==> config.mk <==
export PLATFORM = sky130hd
export DESIGN_NAME = riscv_alu_mc
export DESIGN_NICKNAME = d
export VERILOG_FILES = /design/src/rtl/riscv_alu_mc_pkg.sv /design/src/rtl/riscv_alu_mc_div.sv /design/src/rtl/riscv_alu_mc.sv
export SDC_FILE = /design/constraint.sdc
export NUM_CORES = 1
export LEC_CHECK = 0
export CORE_ASPECT_RATIO = 0.6
export CORE_MARGIN = 2
export CORE_UTILIZATION = 47
export CTS_CLUSTER_DIAMETER = 60
export DETAILED_ROUTE_END_ITERATION = 12
export PLACE_DENSITY = 0.75
export SLEW_MARGIN = 30
export SYNTH_ARGS = -nofsm -noshare
export SYNTH_HDL_FRONTEND = slang
export SYNTH_HIERARCHICAL = 1
export SYNTH_SLANG_ARGS = --single-unit
==> constraint.sdc <==
create_clock -name i_clk -period 15.6 [get_ports i_clk]
set_input_delay 3.12 -clock i_clk [delete_from_list [all_inputs] [get_ports i_clk]]
set_output_delay 3.12 -clock i_clk [all_outputs]
set_load 0.05 [all_outputs]
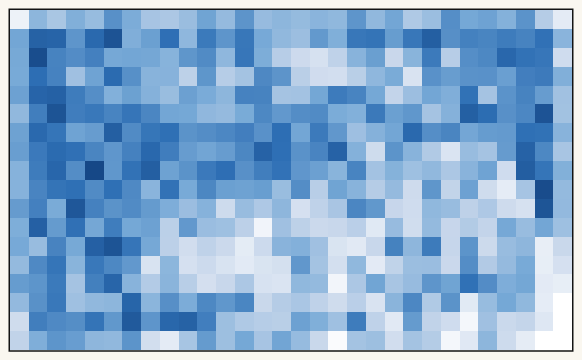
*Placement density heat map*
30 x 18 tiles, from white (low) to dark blue (high), 0 to 100% covered.
tiles over 75% full = 7.2%
mean over tiles = 48%
nearly empty tiles = 0.70%
fullest tile = 90%
densest ninth of the die = west
core area: 51000 um2
fp util: 0.476
final core occ: 0.525

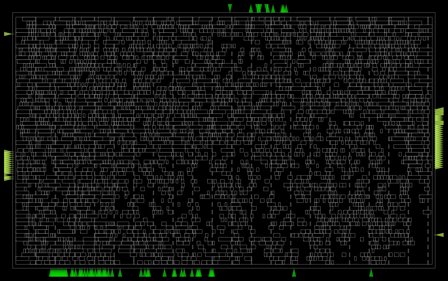
*Cell outlines without signal wires*
n_taps: 693
sequential cells: 208
row count: 64
post-route non-filler standard cell count: 3973

==> impl_metrics.csv <==
group,metric,value,unit
status,outcome,"completed",
cells_and_area,diodes,2,
final_timing,hold_viol,0,
clock_network,cts_tree,"done",
floorplan,die-area,53500,um2
synth,ys_seq_frac,0.214,
clock_network,h-tree-depth,1,
placement,preCtsSetupSlack,7070,ps
drt,viasPerCell,6.95,
global_route,grt_max_degree,103,
setup_path,ff2ff_path_depth,18,
setup_path,crit_arrival,8790,ps
run,warnings,92,
synth,compound_area_frac,0.267,
power_and_ir_drop,leakage,11.4,nW
cells_and_area,comb_share,0.663,
final_timing,skew,23.8,ps
cells_and_area,n_clock_buffer,31,
final_timing,worst_pin_slew,1150,ps
synth,synthesis.instances,3303,
final_timing,fin_setup_tns,0,ps
clock_network,cts_root_buf,"clkbuf_16",
drt,post-route-drc-count,0,
floorplan,die_width,297,um
hold_path,hold_path_depth,2,
clock_network,ctsHoldBuffers,0,
synth,yosys_most_used_dff,"dfrtp_1",
synth,synth_top_cell_by_count,"nand2_1",
final_timing,rsz0062_at_grt,"false",
cells_and_area,area_growth,10.4,%
cells_and_area,drive_above_1_share,0.0741,
cells_and_area,final-nonclk-buf-share,0.0598,
cells_and_area,largest_class,"combinational gates",
synth,avgSynthCellArea,7.35,um2
power_and_ir_drop,cellPowerDensity,206,nW/um2
synth,synthMuxAreaShare,0.0841,
clock_network,numCtsBuffers,24,
synth,topCombFamilyByArea,"AND-OR/OR-AND gates",
cells_and_area,fill_cells,5016,
cells_and_area,comb_cells,2735,
clock_network,clk_pin_slew,60,ps
global_route,track_usage,0.436,
cells_and_area,final_nets,3501,
synth,ys_sh_simple,0.247,
synth,ys.flops,208,
drt,vias,27600,
drt,drt_wl_total,121,mm
synth,largest_area_cell,"dfrtp_1",
cells_and_area,nNonClkBuffers,172,
placement,port_buffers,109,
synth,ys_chip_area,24300,um2
clock_network,cts_resized,0,
setup_path,end_kind,"register",
global_route,antenna_found_initial,1,
floorplan,io_pins,110,
synth,yosysCellCount,3303,
final_timing,setup_ws,7240,ps
run,maxCapViolCount,0,
clock_network,clkLatencyLatePin,580,ps
clock_network,cts_setup_buffers,0,
synth,ys_sh_adder,0.0860,
cells_and_area,logic_area,17700,um2
synth,edf_count,0,
final_timing,fmax,120,MHz
synth,synthTopCellsByCount,"nand2_1, nor2_1, a21oi_1",
final_timing,drv_slew,0,
synth,yosys.area_share.xor_xnor,0.0419,
global_route,grt_pass1_wl,173,mm
synth,postSynth.asyncResetShare,1.00,
global_route,grt_overflow_total,0,
global_route,grt_pass1_vias,24000,
cells_and_area,clock_area_frac,0.0337,
synth,yosys_warnings,6,
synth,area_leaders,"dfrtp_1, nand2_1, ha_1, a21oi_1, nor2_1",
cells_and_area,seq_area_frac,0.194,
synth,yosys.area.top_type_share,0.214,
setup_path,start_kind,"register",
setup_path,reg2reg_slack,7240,ps
final_timing,period_needed,8360,ps
final_timing,timing.final.crit_share,0.536,
setup_path,worstPathMaxFanout,78,
drt,firstDrtPassIters,7,
clock_network,clkSinkCount,208,
synth,floorplan.nets,3543,
drt,ant_nets,0,
synth,ys_types,99,
final_timing,slew_headroom,0.222,
setup_path,required,16030,ps
hold_path,min_path_type,"register to register",
power_and_ir_drop,p_total,5.53,mW
synth,syn-cell-area,24300,um2
floorplan,die_h,180,um
cells_and_area,num-nonclk-inverters,120,
power_and_ir_drop,ir_drop,0.172,mV
cells_and_area,flop_area,5210,um2
setup_path,crit_type,"register to register",
drt,avgRoutedWirePerCell,30.5,um
final_timing,setup_viol,0,
drt,drtIter0Drc,4660,
placement,dp_hpwl,97.0,mm
clock_network,clock_path_buffers,3,
placement,routabilityCongestion,1.11,
[where the power goes]
group          internal, mW  leakage, nW  switching (mW)
Clock                 0.407        0.444           0.261
Combinational          1.15         8.40            2.72
Sequential            0.760         2.55           0.232
[critical path, stage by stage, from the launching register on]
cell	delay, ps
dfrtp_2	530
buf_4	670
inv_1	490
nand2_1	850
o311ai_0	470
ha_1	480
a21oi_1	300
nand2_1	150
o211ai_1	240
a31oi_1	150
o21ai_0	910
o21ai_0	500
a221o_1	490
a21oi_1	840
xnor2_2	440
a21oi_1	220
nand4b_1	140
xor2_1	170
o211ai_1	100
[layer usage]
metal | global-route usage | share of wire | vias to the layer above | wire length, um
li1 | - | - | 12000 | -
met1 | 0.674 | 0.45 | 13300 | 54900
met2 | 0.475 | 0.32 | 2126 | 39100
met3 | 0.285 | 0.20 | 168 | 24800
met4 | 0.0719 | 0.019 | 4 | 2320
met5 | 0 | 0.0017 | - | 202
[through the flow]
stage	cell area, um2	hold slack (ps)	cells
final	26800	478	3973
after global routing	26800	509	3972
after CTS	26700	485	3969
after detailed placement	25800	471	3926
after global placement	25700	463	3926
after floorplan	24300	447	3303
[layout by cell type, fill, tap and decap left out, types with 23 or more instances in the layout]
master / instances
nor4_1: 33
clkdlybuf4s50_1: 105
a211oi_1: 39
ha_1: 162
o31ai_1: 39
xor2_1: 48
o211ai_1: 44
xnor2_1: 62
o21a_1: 28
nor3_1: 70
dfrtp_1: 207
mux2_2: 30
a221oi_1: 27
clkbuf_16: 25
nand4_1: 52
a21oi_1: 240
and3_1: 23
o21ai_0: 211
mux4_2: 42
buf_4: 61
a21o_1: 39
nand3_1: 160
nor2_1: 296
a31oi_1: 87
mux2i_1: 73
inv_1: 118
nand2_1: 546
Power is estimated from default activity; no workload was simulated.
